File: src/rtl/lut_delay_pkg.sv
// Shared definitions for the LUT delay-line tap calibration block.
//   cal_state_t : calibration FSM states
//   win_centre  : floor centre of a tap window given its first tap and length
//   DEF_*       : default delay-line geometry
package lut_delay_pkg;

    localparam int DEF_N_TAPS = 32;
    localparam int DEF_TAP_W  = 5;

    typedef enum logic [2:0] {
        IDLE,
        SETTLE,
        SAMPLE,
        EVAL,
        DONE
    } cal_state_t;

    // Caller guarantees len >= 1; result is first + floor((len-1)/2).
    function automatic int unsigned win_centre(input int unsigned first,
                                               input int unsigned len);
        return first + ((len - 1) >> 1);
    endfunction

endpackage

File: src/rtl/lut_tap_window_tracker.sv
// Tracks the current run of passing taps and the best (longest) run seen so
// far during a calibration sweep.
//   clk_i, rst_n_i : clock, async active-low reset
//   clear_i        : zero all window state (start of a sweep)
//   eval_i         : one tap's verdict is available this cycle
//   pass_i         : verdict for tap_i (1 = pass), qualified by eval_i
//   tap_i          : tap being evaluated
//   best_first_o   : first tap of the best window
//   best_len_o     : length of the best window (0 = none passed)
module lut_tap_window_tracker #(
    parameter int TAP_W = 5
) (
    input  logic             clk_i,
    input  logic             rst_n_i,
    input  logic             clear_i,
    input  logic             eval_i,
    input  logic             pass_i,
    input  logic [TAP_W-1:0] tap_i,
    output logic [TAP_W-1:0] best_first_o,
    output logic [TAP_W:0]   best_len_o
);

    logic [TAP_W-1:0] cur_first_q, cur_first_d;
    logic [TAP_W:0]   cur_len_q,   cur_len_d;
    logic [TAP_W-1:0] best_first_q, best_first_d;
    logic [TAP_W:0]   best_len_q,   best_len_d;
    logic [TAP_W-1:0] run_first;
    logic [TAP_W:0]   run_len;

    always_comb begin
        cur_first_d  = cur_first_q;
        cur_len_d    = cur_len_q;
        best_first_d = best_first_q;
        best_len_d   = best_len_q;
        // A passing tap either opens a new run or extends the current one.
        run_first    = (cur_len_q == '0) ? tap_i : cur_first_q;
        run_len      = cur_len_q + (TAP_W+1)'(1);

        if (clear_i) begin
            cur_first_d  = '0;
            cur_len_d    = '0;
            best_first_d = '0;
            best_len_d   = '0;
        end else if (eval_i) begin
            if (pass_i) begin
                cur_first_d = run_first;
                cur_len_d   = run_len;
                // Strictly greater: on a tie the earlier window is kept.
                if (run_len > best_len_q) begin
                    best_first_d = run_first;
                    best_len_d   = run_len;
                end
            end else begin
                cur_len_d = '0;
            end
        end
    end

    always_ff @(posedge clk_i or negedge rst_n_i) begin
        if (!rst_n_i) begin
            cur_first_q  <= '0;
            cur_len_q    <= '0;
            best_first_q <= '0;
            best_len_q   <= '0;
        end else begin
            cur_first_q  <= cur_first_d;
            cur_len_q    <= cur_len_d;
            best_first_q <= best_first_d;
            best_len_q   <= best_len_d;
        end
    end

    assign best_first_o = best_first_q;
    assign best_len_o   = best_len_q;

endmodule

File: src/rtl/lut_delay_tap_cal.sv
// Tap calibration controller for a LUT-buffer delay line. Sweeps every tap,
// qualifies each with SAMPLE_CYC cycles of match_i after SETTLE_CYC cycles of
// settling, then parks tap_o at the centre of the widest passing window.
// Outside a sweep, software can force the tap via manual_en_i/manual_tap_i.
//   clk_i, rst_n_i  : clock, async active-low reset
//   start_i         : calibration request (sampled in IDLE)
//   abort_i         : abandon a running sweep, restore the pre-sweep tap
//   manual_en_i     : in IDLE, tap_o follows saturated manual_tap_i
//   manual_tap_i    : manual tap value
//   match_i         : datapath compare result, 1 = pass
//   tap_o           : delay-line tap select
//   busy_o          : sweep in progress
//   done_o          : one-cycle pulse at sweep end
//   fail_o          : no tap passed (held until next start)
//   win_first_o     : first tap of best window
//   win_len_o       : length of best window
module lut_delay_tap_cal
    import lut_delay_pkg::*;
#(
    parameter int N_TAPS     = DEF_N_TAPS,
    parameter int TAP_W      = DEF_TAP_W,
    parameter int SETTLE_CYC = 8,
    parameter int SAMPLE_CYC = 64,
    parameter int CNT_W      = 8
) (
    input  logic             clk_i,
    input  logic             rst_n_i,
    input  logic             start_i,
    input  logic             abort_i,
    input  logic             manual_en_i,
    input  logic [TAP_W-1:0] manual_tap_i,
    input  logic             match_i,
    output logic [TAP_W-1:0] tap_o,
    output logic             busy_o,
    output logic             done_o,
    output logic             fail_o,
    output logic [TAP_W-1:0] win_first_o,
    output logic [TAP_W:0]   win_len_o
);

    localparam logic [TAP_W:0]   N_TAPS_L   = (TAP_W+1)'(N_TAPS);
    localparam logic [TAP_W-1:0] LAST_TAP   = TAP_W'(N_TAPS - 1);
    localparam logic [CNT_W-1:0] SETTLE_END = CNT_W'(SETTLE_CYC - 1);
    localparam logic [CNT_W-1:0] SAMPLE_END = CNT_W'(SAMPLE_CYC - 1);

    cal_state_t       state_q, state_d;
    logic [CNT_W-1:0] cnt_q, cnt_d;
    logic [TAP_W-1:0] tap_q, tap_d;
    logic [TAP_W-1:0] saved_tap_q, saved_tap_d;
    logic             busy_q, busy_d;
    logic             done_q, done_d;
    logic             fail_q, fail_d;
    logic [TAP_W-1:0] win_first_q, win_first_d;
    logic [TAP_W:0]   win_len_q, win_len_d;
    logic             err_q, err_d;

    logic             trk_clear, trk_eval;
    logic [TAP_W-1:0] best_first;
    logic [TAP_W:0]   best_len;
    logic [TAP_W-1:0] manual_sat;

    // TAP_W may address more taps than exist; clamp to the last real tap.
    always_comb begin
        if ({1'b0, manual_tap_i} >= N_TAPS_L) manual_sat = LAST_TAP;
        else                                  manual_sat = manual_tap_i;
    end

    lut_tap_window_tracker #(
        .TAP_W (TAP_W)
    ) u_tracker (
        .clk_i        (clk_i),
        .rst_n_i      (rst_n_i),
        .clear_i      (trk_clear),
        .eval_i       (trk_eval),
        .pass_i       (!err_q),
        .tap_i        (tap_q),
        .best_first_o (best_first),
        .best_len_o   (best_len)
    );

    always_comb begin
        state_d     = state_q;
        cnt_d       = cnt_q;
        tap_d       = tap_q;
        saved_tap_d = saved_tap_q;
        busy_d      = busy_q;
        done_d      = 1'b0;
        fail_d      = fail_q;
        win_first_d = win_first_q;
        win_len_d   = win_len_q;
        err_d       = err_q;
        trk_clear   = 1'b0;
        trk_eval    = 1'b0;

        if (abort_i && (state_q == SETTLE || state_q == SAMPLE || state_q == EVAL)) begin
            state_d = IDLE;
            tap_d   = saved_tap_q;
            busy_d  = 1'b0;
            cnt_d   = '0;
            err_d   = 1'b0;
        end else begin
            case (state_q)
                IDLE: begin
                    if (start_i) begin
                        saved_tap_d = tap_q;
                        tap_d       = '0;
                        trk_clear   = 1'b1;
                        fail_d      = 1'b0;
                        busy_d      = 1'b1;
                        cnt_d       = '0;
                        err_d       = 1'b0;
                        state_d     = SETTLE;
                    end else if (manual_en_i) begin
                        tap_d = manual_sat;
                    end
                end
                SETTLE: begin
                    if (cnt_q == SETTLE_END) begin
                        cnt_d   = '0;
                        state_d = SAMPLE;
                    end else begin
                        cnt_d = cnt_q + CNT_W'(1);
                    end
                end
                SAMPLE: begin
                    // err_q absorbs the last sample on the exit edge, so EVAL
                    // sees the full window.
                    err_d = err_q | ~match_i;
                    if (cnt_q == SAMPLE_END) begin
                        cnt_d   = '0;
                        state_d = EVAL;
                    end else begin
                        cnt_d = cnt_q + CNT_W'(1);
                    end
                end
                EVAL: begin
                    trk_eval = 1'b1;
                    err_d    = 1'b0;
                    if (tap_q == LAST_TAP) begin
                        state_d = DONE;
                    end else begin
                        tap_d   = tap_q + TAP_W'(1);
                        state_d = SETTLE;
                    end
                end
                DONE: begin
                    done_d      = 1'b1;
                    busy_d      = 1'b0;
                    win_first_d = best_first;
                    win_len_d   = best_len;
                    if (best_len == '0) begin
                        fail_d = 1'b1;
                        tap_d  = saved_tap_q;
                    end else begin
                        tap_d = TAP_W'(win_centre(32'(best_first), 32'(best_len)));
                    end
                    state_d = IDLE;
                end
                default: state_d = IDLE;
            endcase
        end
    end

    always_ff @(posedge clk_i or negedge rst_n_i) begin
        if (!rst_n_i) begin
            state_q     <= IDLE;
            cnt_q       <= '0;
            tap_q       <= '0;
            saved_tap_q <= '0;
            busy_q      <= 1'b0;
            done_q      <= 1'b0;
            fail_q      <= 1'b0;
            win_first_q <= '0;
            win_len_q   <= '0;
            err_q       <= 1'b0;
        end else begin
            state_q     <= state_d;
            cnt_q       <= cnt_d;
            tap_q       <= tap_d;
            saved_tap_q <= saved_tap_d;
            busy_q      <= busy_d;
            done_q      <= done_d;
            fail_q      <= fail_d;
            win_first_q <= win_first_d;
            win_len_q   <= win_len_d;
            err_q       <= err_d;
        end
    end

    assign tap_o       = tap_q;
    assign busy_o      = busy_q;
    assign done_o      = done_q;
    assign fail_o      = fail_q;
    assign win_first_o = win_first_q;
    assign win_len_o   = win_len_q;

endmodule

File: config.mk
export PLATFORM = sky130hd
export DESIGN_NAME = lut_delay_tap_cal
export DESIGN_NICKNAME = d
export VERILOG_FILES = /design/src/rtl/lut_delay_pkg.sv /design/src/rtl/lut_tap_window_tracker.sv /design/src/rtl/lut_delay_tap_cal.sv
export SDC_FILE = /design/constraint.sdc
export NUM_CORES = 1
export LEC_CHECK = 0
export ABC_AREA = 1
export CAP_MARGIN = 15
export CORE_MARGIN = 2
export CORE_UTILIZATION = 52
export DETAILED_ROUTE_END_ITERATION = 7
export PLACE_DENSITY = 0.76
export SKIP_CTS_REPAIR_TIMING = 1
export SLEW_MARGIN = 5
export SYNTH_ARGS = -nofsm -noshare
export SYNTH_HDL_FRONTEND = slang
export SYNTH_SLANG_ARGS = --single-unit
File: constraint.sdc
create_clock -name clk_i -period 2 [get_ports clk_i]
set_input_delay 0.6 -clock clk_i [delete_from_list [all_inputs] [get_ports clk_i]]
set_output_delay 0.6 -clock clk_i [all_outputs]
set_load 0.03 [all_outputs]
==> images/pinout.png <==
Drawn at 4 px/um. Pins as bars across the die edge, other pins in gray.
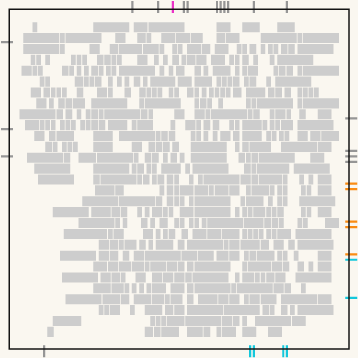
Key: win_first_o = orange [pins 5, direction output, edge east]; manual_en_i = magenta [pins 1, direction input, edge north]; win_len_o = cyan [pins 6, direction output, edge 4 south, 2 east]

==> images/layers.png <==
Drawn at 3 px/um.
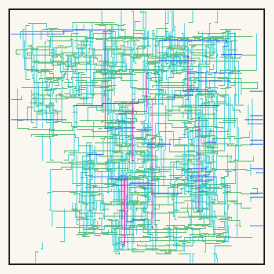
Key: M1 = green [wire length 3590 um]; M3 = blue [wire length 363 um]; M4 = magenta [wire length 207 um]; M2 = cyan [wire length 3930 um]

==> images/clock_nets.png <==
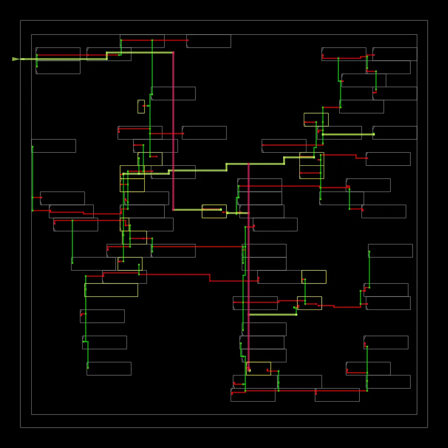
clock group power: 1120 uW
Flops: 58

==> images/util_map.png <==
Drawn at 4 px/um. The die is cut into 8 by 8 equal tiles; black is low, pale yellow is high, 0 to 100% covered.
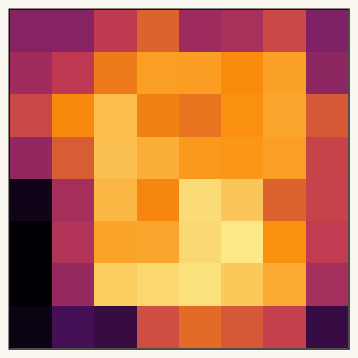
38% of the tiles are over 75% full. The fullest tile reaches 95%. The mean over all tiles is 60%. 3.1% of the tiles are nearly empty.

==> images/class_map.png <==
Drawn at 3 px/um.
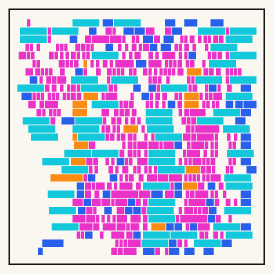
Key: remaining buffers and delay cells = blue [cells 71, share of their area 15%]; remaining logic cells = magenta [cells 377, share of their area 47%]; registers = cyan [cells 58, share of their area 34%]; clock drivers and dummy loads = orange [cells 15, share of their area 4.8%]

==> metrics.csv <==
stage;metric;value;unit
status;outcome;complete, but fails checks;
status;failing checks;negative setup slack;
timing;RSZ-0062 raised after global routing;yes;
logic_synthesis;distinct lib cells;32;
worst_setup_path;crit-path cells;nand3_2 -> nor2_2 -> nand2_1 -> xor2_1 -> inv_1 -> ha_4 -> nand2_4 -> nor2_2 -> o21ai_1 -> o211ai_1 -> nand2_2 -> buf_4 -> o21ai_1;
final_layout;share of cells above drive strength 1;0.198;
final_layout;buffers outside the clock class;71;
timing;clock period minus worst slack;2.16;ns
logic_synthesis;mux contribution to synthesized area;0;
final_layout;inverters;58;
logic_synthesis;AND/OR/NAND/NOR Cells, Area Fraction;0.277;
pwr;Switch Pwr;2130;uW
final_layout;Top Layout Cells;nand2_1 (125), dfrtp_1 (58), inv_1 (48);
timing;final setup fails;12;
floorplan;chip area;0.00715;sq mm
placed_design;gpl congestion;0.870;
pwr;VDD IR max;0.878;mV
logic_synthesis;yosys xor share;0.0208;
final_layout;mi-comb count;319;
timing;setup ws final;-0.164;ns
final_layout;Area-dominant class;combinational gates;
global_route;initial antenna violation count;0;
flow_run;Log Warnings;29;
pwr;combinational power share;0.473;
worst_setup_path;crit path DRT;2.25;ns
[flip-flops by register name, indices dropped and copies added (netlist names), 3 cells and up]
register / count
tap_o: 5
cnt_q: 8
win_first_o: 5
state_q: 3
u_tracker.cur_first_q: 5
win_len_o: 6
saved_tap_q: 5
u_tracker.best_len_o: 6
u_tracker.cur_len_q: 6
u_tracker.best_first_o: 5
[metal layers]
| metal | up-vias | track usage |
|---|---|---|
| li1 | 1583 | - |
| met2 | 88 | 0.391 |
| met1 | 1453 | 0.300 |
| met4 | 0 | 0.104 |
| met5 | - | 0 |
| met3 | 20 | 0.0433 |
Power and IR drop assume default switching activity.
